Fig. 1: PDN straps and rails
Scale: 1 px per um. Pins as bars on the die edge.
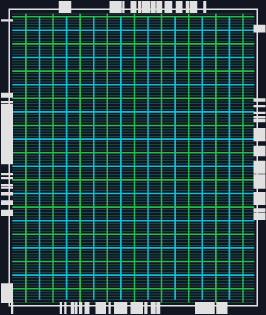
Fig. 2: placed cells, one colour a class
Scale: 1 px per um. Fill, decap, tap and diode cells in grey.
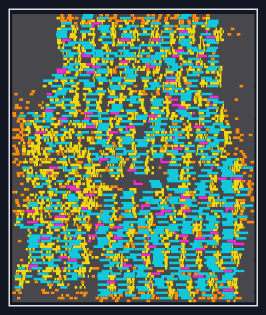
Fig. 3: routed clock nets over the placement
Scale: 2 px per um.
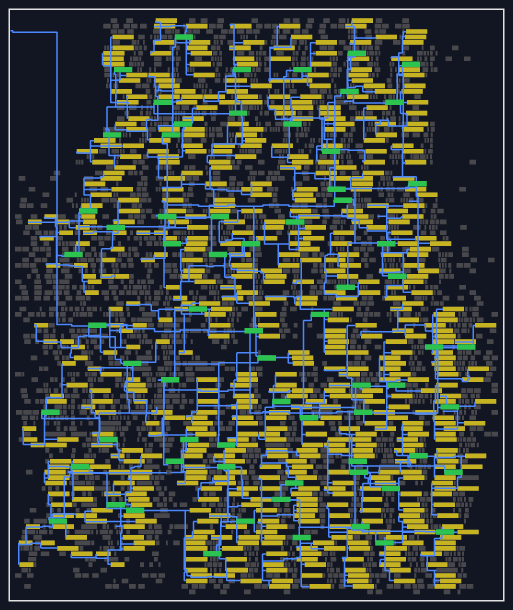
Fig. 4: wiring by layer
Scale: 1 px per um. Two of the layers only.
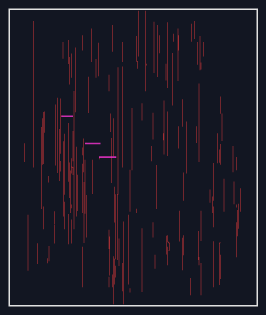
**config.mk**
```make
export PLATFORM = sky130hd
export DESIGN_NAME = rob_multi_commit
export DESIGN_NICKNAME = d
export VERILOG_FILES = /design/src/rtl/rob_multi_commit_pkg.sv /design/src/rtl/rob_multi_commit_sel.sv /design/src/rtl/rob_multi_commit.sv
export SDC_FILE = /design/constraint.sdc
export NUM_CORES = 1
export LEC_CHECK = 0
export CAP_MARGIN = 20
export CORE_ASPECT_RATIO = 1.2
export CORE_MARGIN = 2
export CORE_UTILIZATION = 46
export CTS_CLUSTER_DIAMETER = 80
export DETAILED_ROUTE_END_ITERATION = 10
export GPL_TIMING_DRIVEN = 1
export PLACE_DENSITY = 0.66
export SYNTH_ARGS = -nofsm -noshare
export SYNTH_HDL_FRONTEND = slang
export SYNTH_HIERARCHICAL = 1
export SYNTH_SLANG_ARGS = --single-unit
```
**constraint.sdc**
```tcl
create_clock -name clk -period 9.1 [get_ports clk]
set_input_delay 1.82 -clock clk [delete_from_list [all_inputs] [get_ports clk]]
set_output_delay 1.82 -clock clk [all_outputs]
set_load 0.01 [all_outputs]
```
**src/rtl/rob_multi_commit_pkg.sv**
```systemverilog
// Shared types for the reorder buffer: register index, exception code and the
// per-entry status record kept alongside the pc/data arrays.
package rob_multi_commit_pkg;

  localparam int DATA_W        = 32;
  localparam int ADDR_W        = 32;
  localparam int ROB_DEPTH_DEF = 8;

  typedef logic [4:0] RegFile_t;
  typedef logic [3:0] ExpCode_t;

  localparam ExpCode_t EXP_ILLEGAL = 4'd2;

  typedef struct packed {
    logic     valid;
    logic     done;
    logic     br;
    logic     exp;
    ExpCode_t exp_code;
    logic     pred_miss;
    RegFile_t rd;
  } RobEntry_t;

endpackage

```
**src/rtl/rob_multi_commit_sel.sv**
```systemverilog
// In-order commit slot selection: retires a contiguous run of done entries
// from head, stopping at the first exception or mispredict.
module rob_multi_commit_sel
  import rob_multi_commit_pkg::*;
#(
  parameter int COM_WIDTH = 2
) (
  input  RobEntry_t [COM_WIDTH-1:0] i_ent,
  output logic [COM_WIDTH-1:0]      o_ret,
  output logic                      o_exp,
  output ExpCode_t                  o_exp_code,
  output logic                      o_flush
);

  logic [COM_WIDTH-1:0] w_rdy;
  logic [COM_WIDTH-1:0] w_spec;
  logic                 w_unused;

  always_comb begin
    w_unused = 1'b0;
    for (int k = 0; k < COM_WIDTH; k++) begin
      w_rdy[k]  = i_ent[k].valid && i_ent[k].done;
      w_spec[k] = i_ent[k].exp || i_ent[k].pred_miss;
      w_unused  = w_unused ^ i_ent[k].br ^ (^i_ent[k].rd) ^ (^i_ent[k].exp_code);
    end
  end

  // An excepting head entry is reported, not retired; a mispredict retires then flushes.
  always_comb begin
    logic chain;
    o_ret    = '0;
    chain    = w_rdy[0] && !i_ent[0].exp;
    o_ret[0] = chain;
    for (int k = 1; k < COM_WIDTH; k++) begin
      chain    = chain && w_rdy[k] && !w_spec[k-1] && !w_spec[k];
      o_ret[k] = chain;
    end
  end

  assign o_exp      = w_rdy[0] && i_ent[0].exp;
  assign o_exp_code = o_exp ? i_ent[0].exp_code : '0;
  assign o_flush    = w_rdy[0] && w_spec[0];

endmodule

```
**src/rtl/rob_multi_commit.sv**
```systemverilog
// Reorder buffer: single dispatch, WB_PORTS writebacks, up to COM_WIDTH
// in-order commits per cycle, with exception/mispredict flush.
module rob_multi_commit
  import rob_multi_commit_pkg::*;
#(
  parameter int  DATA      = DATA_W,
  parameter int  ADDR      = ADDR_W,
  parameter int  ROB_DEPTH = ROB_DEPTH_DEF,
  parameter int  WB_PORTS  = 2,
  parameter int  COM_WIDTH = 2,
  localparam int ROB       = $clog2(ROB_DEPTH)
) (
  input  logic                               clk,
  input  logic                               reset,
  input  logic                               dec_e_,
  input  logic [ADDR-1:0]                    dec_pc,
  input  RegFile_t                           dec_rd,
  input  logic                               dec_br_,
  input  logic                               dec_invalid,
  output logic [ROB-1:0]                     dec_rob_id,
  output logic                               rob_busy,
  output logic [ROB:0]                       rob_count,
  input  logic [WB_PORTS-1:0]                wb_e_,
  input  logic [WB_PORTS-1:0][ROB-1:0]       wb_rob_id,
  input  logic [WB_PORTS-1:0][DATA-1:0]      wb_data,
  input  logic [WB_PORTS-1:0]                wb_exp_,
  input  ExpCode_t [WB_PORTS-1:0]            wb_exp_code,
  input  logic [WB_PORTS-1:0]                wb_pred_miss_,
  output logic [COM_WIDTH-1:0]               commit_e_,
  output logic [COM_WIDTH-1:0][ADDR-1:0]     commit_pc,
  output RegFile_t [COM_WIDTH-1:0]           commit_rd,
  output logic [COM_WIDTH-1:0][DATA-1:0]     commit_data,
  output logic [COM_WIDTH-1:0][ROB-1:0]      commit_rob_id,
  output logic                               commit_exp_,
  output ExpCode_t                           commit_exp_code,
  output logic                               flush_
);

  localparam int PW = (WB_PORTS > 1) ? $clog2(WB_PORTS) : 1;

  RobEntry_t       r_ent  [ROB_DEPTH];
  logic [ADDR-1:0] r_pc   [ROB_DEPTH];
  logic [DATA-1:0] r_data [ROB_DEPTH];
  logic [ROB-1:0]  r_head;
  logic [ROB-1:0]  r_tail;
  logic [ROB:0]    r_count;

  logic                          w_busy;
  logic                          w_disp;
  logic                          w_flush;
  logic                          w_exp;
  ExpCode_t                      w_exp_code;
  logic [COM_WIDTH-1:0]          w_ret;
  logic [ROB:0]                  w_ncom;
  logic [COM_WIDTH-1:0][ROB-1:0] w_sel_id;
  RobEntry_t [COM_WIDTH-1:0]     w_sel_ent;
  logic [ROB_DEPTH-1:0]          w_wb_hit;
  logic [ROB_DEPTH-1:0][PW-1:0]  w_wb_port;
  RobEntry_t                     w_new;

  // Busy looks only at the registered count, so same-cycle commits never admit a dispatch.
  assign w_busy = (r_count == (ROB+1)'(ROB_DEPTH));
  assign w_disp = !dec_e_ && !w_busy && !w_flush;

  always_comb begin
    w_new           = '0;
    w_new.valid     = 1'b1;
    w_new.br        = !dec_br_;
    w_new.done      = dec_invalid;
    w_new.exp       = dec_invalid;
    w_new.exp_code  = EXP_ILLEGAL;
    w_new.rd        = dec_rd;
  end

  // Descending scan so the lowest-index port targeting an entry wins.
  always_comb begin
    for (int i = 0; i < ROB_DEPTH; i++) begin
      w_wb_hit[i]  = 1'b0;
      w_wb_port[i] = '0;
      for (int p = WB_PORTS - 1; p >= 0; p--) begin
        if (!wb_e_[p] && wb_rob_id[p] == ROB'(i)) begin
          w_wb_hit[i]  = 1'b1;
          w_wb_port[i] = PW'(p);
        end
      end
    end
  end

  always_comb begin
    for (int k = 0; k < COM_WIDTH; k++) begin
      w_sel_id[k]  = r_head + ROB'(k);
      w_sel_ent[k] = r_ent[w_sel_id[k]];
    end
  end

  rob_multi_commit_sel #(.COM_WIDTH(COM_WIDTH)) u_sel (
    .i_ent      (w_sel_ent),
    .o_ret      (w_ret),
    .o_exp      (w_exp),
    .o_exp_code (w_exp_code),
    .o_flush    (w_flush)
  );

  always_comb begin
    w_ncom = '0;
    for (int k = 0; k < COM_WIDTH; k++) begin
      w_ncom           = w_ncom + (ROB+1)'(w_ret[k]);
      commit_e_[k]     = !w_ret[k];
      commit_pc[k]     = w_ret[k] ? r_pc[w_sel_id[k]]   : '0;
      commit_data[k]   = w_ret[k] ? r_data[w_sel_id[k]] : '0;
      commit_rd[k]     = w_ret[k] ? w_sel_ent[k].rd     : '0;
      commit_rob_id[k] = w_ret[k] ? w_sel_id[k]         : '0;
    end
  end

  assign commit_exp_     = !w_exp;
  assign commit_exp_code = w_exp_code;
  assign flush_          = !w_flush;
  assign rob_busy        = w_busy;
  assign rob_count       = r_count;
  assign dec_rob_id      = r_tail;

  always_ff @(posedge clk) begin
    if (reset || w_flush) begin
      r_head  <= '0;
      r_tail  <= '0;
      r_count <= '0;
      for (int i = 0; i < ROB_DEPTH; i++) r_ent[i] <= '0;
    end else begin
      for (int i = 0; i < ROB_DEPTH; i++) begin
        if (w_wb_hit[i] && r_ent[i].valid) begin
          r_ent[i].done      <= 1'b1;
          r_ent[i].exp       <= !wb_exp_[w_wb_port[i]];
          r_ent[i].exp_code  <= wb_exp_code[w_wb_port[i]];
          r_ent[i].pred_miss <= !wb_pred_miss_[w_wb_port[i]];
        end
      end
      for (int k = 0; k < COM_WIDTH; k++) begin
        if (w_ret[k]) r_ent[w_sel_id[k]].valid <= 1'b0;
      end
      if (w_disp) r_ent[r_tail] <= w_new;
      r_head  <= r_head + w_ncom[ROB-1:0];
      r_tail  <= r_tail + ROB'(w_disp);
      r_count <= r_count + (ROB+1)'(w_disp) - w_ncom;
    end
  end

  // Payload storage is never reset; unretired slots are masked at the outputs.
  always_ff @(posedge clk) begin
    for (int i = 0; i < ROB_DEPTH; i++) begin
      if (w_wb_hit[i] && r_ent[i].valid && !w_flush) r_data[i] <= wb_data[w_wb_port[i]];
    end
    if (w_disp) r_pc[r_tail] <= dec_pc;
  end

endmodule

```
==> flow_summary.rst <==
Flow metrics
------------

.. list-table::
   :header-rows: 1

   * - Metric
     - Value
   * - Run status
     - finished, final reports clean
   * - Stage-log warning count
     - 30
   * - Most area-hungry cell class in the final design
     - sequential cells
   * - Final net count
     - between 3000 and 4000
   * - Final Wtd Congestion
     - 0.9662
   * - Worst reg-to-reg path cell count
     - 14
   * - Drt initial violations
     - between 3000 and 4000
   * - Resized cells post-CTS
     - 0
   * - Type of the worst min-delay path
     - reg -> reg
   * - Layout inverter count without the clock tree
     - 26
   * - Period utilization
     - 0.8611
   * - P per Cell Area
     - ~180 mW/mm2
   * - Switching share of power
     - 0.2501
   * - Final critical path time including I/O delays and setup
     - approximately 7800 ps
   * - FP Rows
     - ~110
   * - P_int
     - between 5 and 6 mW
   * - Worst-skew pair later-pin latency
     - 640 ps
   * - Total die size
     - about 0.073 mm2
   * - Number of nets at floorplan
     - around 3100
   * - Met1 GRT Util
     - 0.4219
   * - Net switching power
     - between 1.5 and 2 mW
   * - Antenna violations before repair
     - 13
   * - Number of logic gates
     - about 2100
   * - Uppermost layer routed
     - met5
   * - Number of tap cells added at floorplan
     - approximately 900
   * - Setup WS pre-CTS
     - slightly below 2000 ps
   * - Maximum vdd ir drop
     - 150.1 uV
   * - Category of cells accounting for the largest share of critical-path delay
     - simple AND/OR/NAND/NOR gates
   * - Normalized max-slew margin
     - 0.1695
   * - Fin worst setup slack
     - about 1300 ps
   * - H-Tree Level Count
     - 3
   * - Most frequently placed logic cell in the final layout
     - sky130_fd_sc_hd__nand2_1
   * - Clk slew on worst S/H paths
     - 60 ps
   * - Post-CTS Hold Fix Bufs
     - 0
   * - Combined area of all synthesized cells
     - around 0.032 mm2
   * - Cell with the largest stage delay on the worst path
     - sky130_fd_sc_hd__buf_4
   * - Total power
     - between 6 and 7 mW
   * - Start point of the worst min-delay path
     - r_ent[4][8]
   * - Reported leakage power
     - between 10 and 15 nW
   * - Number of maximum-capacitance violations
     - 0
   * - Startpoint of the most critical register-to-register path
     - r_head[0]
   * - Detailed-router iteration count before antenna repair
     - 6
   * - Clock network contribution to total cell area
     - 0.05818
   * - Cell at the root of the clock tree
     - sky130_fd_sc_hd__clkbuf_16
   * - Antenna Nets Post-Route
     - 0
   * - Number of standard cells after synthesis
     - between 2000 and 3000
   * - Least-Margin Pin Slew
     - between 1000 and 1500 ps
   * - WL/cell
     - just under 30 um
   * - Vias
     - around 27000
   * - Area growth, synth to finish
     - 18.45%
   * - Footprint of the flip-flops and latches
     - about 0.018 mm2
   * - Non-clk buf share
     - 0.08864
   * - Top Usage Layer GRT
     - met2
   * - Depth of the worst hold-timing path
     - 2
   * - Syn Area/Cell
     - around 11 um2
   * - Finish-stage setup viols
     - 0
   * - Most frequent logic cells in the routed design
     - sky130_fd_sc_hd__nand2_1 (764), sky130_fd_sc_hd__edfxtp_1 (563), sky130_fd_sc_hd__clkdlybuf4s50_1 (284)
   * - Final Max Slew Viols
     - 0
   * - Crit. End Element
     - output port
   * - Clock buffer count
     - between 80 and 90
   * - Half-perimeter wire length after placement
     - about 67000 um
   * - Horizontal die size
     - roughly 250 um
   * - CTS tree
     - built
   * - Maximum fanout encountered on the critical timing path
     - roughly 47
   * - Hold Vio Cnt, Final
     - 0
   * - Post-CTS setup buffers
     - 0
   * - Most frequent cell on the critical path
     - sky130_fd_sc_hd__nor2_1
   * - Clk buf depth
     - 3
   * - Grt ovf
     - 0
   * - Total Neg Setup Slack
     - 0 ps
   * - Floorplan Core Area
     - ~0.070 mm2
   * - Overall routing resource usage
     - 0.3213
   * - Flop pwr share
     - 0.480
   * - Filler instances
     - around 5900
   * - Core utilization at floorplan
     - 0.4653
   * - Capture endpoint of the worst hold path
     - r_ent[4][8]
   * - Clock share of power
     - 0.404
   * - Global Route met2 Usage
     - 0.5040
   * - Register fraction of the total cell area
     - 0.4726
   * - ANT cells
     - 10
   * - Internal reg-to-reg setup slack
     - between 4000 and 5000 ps
   * - Number of global-route vias before repair
     - roughly 27000
   * - FF+latch count
     - about 630
   * - Sinks on the clock net
     - 626
   * - Maximum clock frequency
     - between 100 and 150 MHz
   * - Sum of routed wire length over all layers
     - around 120000 um
   * - Placed cells
     - approximately 4000
   * - Combinational cell area excluding buffers and inverters
     - between 0.01 and 0.015 mm2
   * - Routed wl met2
     - ~56000 um
   * - Part of the power in combinational logic
     - 0.116
   * - Synthesis Warnings
     - 6
   * - Vertical die dimension
     - just under 300 um
   * - Classification of the worst setup path
     - reg -> out
   * - Largest stage delay on the critical path
     - between 700 and 800 ps
   * - Clock skew after layout
     - ~38 ps
   * - Wire length of the first global-routing pass
     - about 170000 um
   * - Power attributed to sequential cells
     - between 3 and 4 mW
   * - Buffer and inverter count on the worst path
     - 2
   * - Clock network power
     - between 2 and 3 mW
   * - CTS Buf Count
     - about 68
   * - IO buf count
     - 284
   * - Global-route track usage on met3
     - 0.07353
   * - Ratio of cells with drive above 1 in the final layout
     - 0.1245
   * - Number of top-level pins
     - ~290
   * - Reported combinational group power
     - a little over 800 uW
   * - Number of remaining DRC errors
     - 0
   * - Power group with the largest share
     - sequential cells
   * - Data arrival time at the worst-slack endpoint
     - between 6000 and 7000 ps
   * - Buffers excl. clock
     - around 350
   * - Startpoint class of the critical path
     - flop
   * - Comb area share
     - 0.3475
   * - Largest net degree at the start of global routing
     - 176
   * - Required time of the worst setup path
     - ~7300 ps
   * - Unrepaired setup endpoints after global routing
     - no
   * - Routed metal-1 wire length
     - 45090 um
   * - Worst r2r dst
     - rob_count[2]
   * - Final cell count without fillers
     - between 4000 and 5000
   * - Met3 wirelength from detailed routing
     - between 10000 and 15000 um
   * - Cell-by-cell trace of the critical path
     - buf_4, nor2_1, a22oi_1, nor2_1, a221o_1, nor4_2, nor2b_1, nand2b_4, a21oi_1, or4_1, clkdlybuf4s50_1
   * - Number of vias per cell
     - ~6.6
Notes on Fig. 1 above:
| net | colour |
|---|---|
| VDD | cyan |
| VSS | green |
met5 straps: 21
rows: 106
met1 rails: 107
signal pins: 286

Notes on Fig. 2 above:
| class | colour | cells |
|---|---|---|
| clock drivers and dummy loads | magenta | 123 |
| combinational and other logic | yellow | 2089 |
| remaining buffers and delay cells | orange | 352 |
| sequential cells | cyan | 626 |

Notes on Fig. 3 above:
[flip-flops] yellow | count: 626
[clock wires] blue | length: 7590 um
[clock drivers] green | count: 68
flops lie: spread over the die

Notes on Fig. 4 above:
| layer | colour | wire length |
|---|---|---|
| metal 4 | red | 4970 um |
| metal 5 | magenta | 39.6 um |

[how the worst max path moves through the flow]
stage               startpoint              end  cells after the start
finish               r_head[0]  commit_data[63]                     11
global route         r_head[0]  commit_data[63]                     11
CTS                  r_head[0]  commit_data[63]                     10
detailed placement   r_head[0]  commit_data[63]                     10
global placement     r_head[0]  commit_data[63]                     10
floorplan            r_head[2]     r_ent[2][10]                     12
[registers in the layout (all words and copies together) (netlist names)]
register,count
r_pc,256
rob_count,4
r_head,3
r_data,256
r_ent,104
dec_rob_id,3
[per-stage QoR]
stage | util | hold WS [ps] | instance area (um2)
after floorplan | - | 426.9 | 32460
after global placement | 0.5179 | 448.6 | 36130
after detailed placement | 0.5180 | 452.7 | 36130
after CTS | 0.5500 | 465.0 | 38370
after global routing | 0.5510 | 487.0 | 38440
final | 0.5512 | 466.4 | 38450
No activity file was given, so power comes from the tool's default toggle rates.
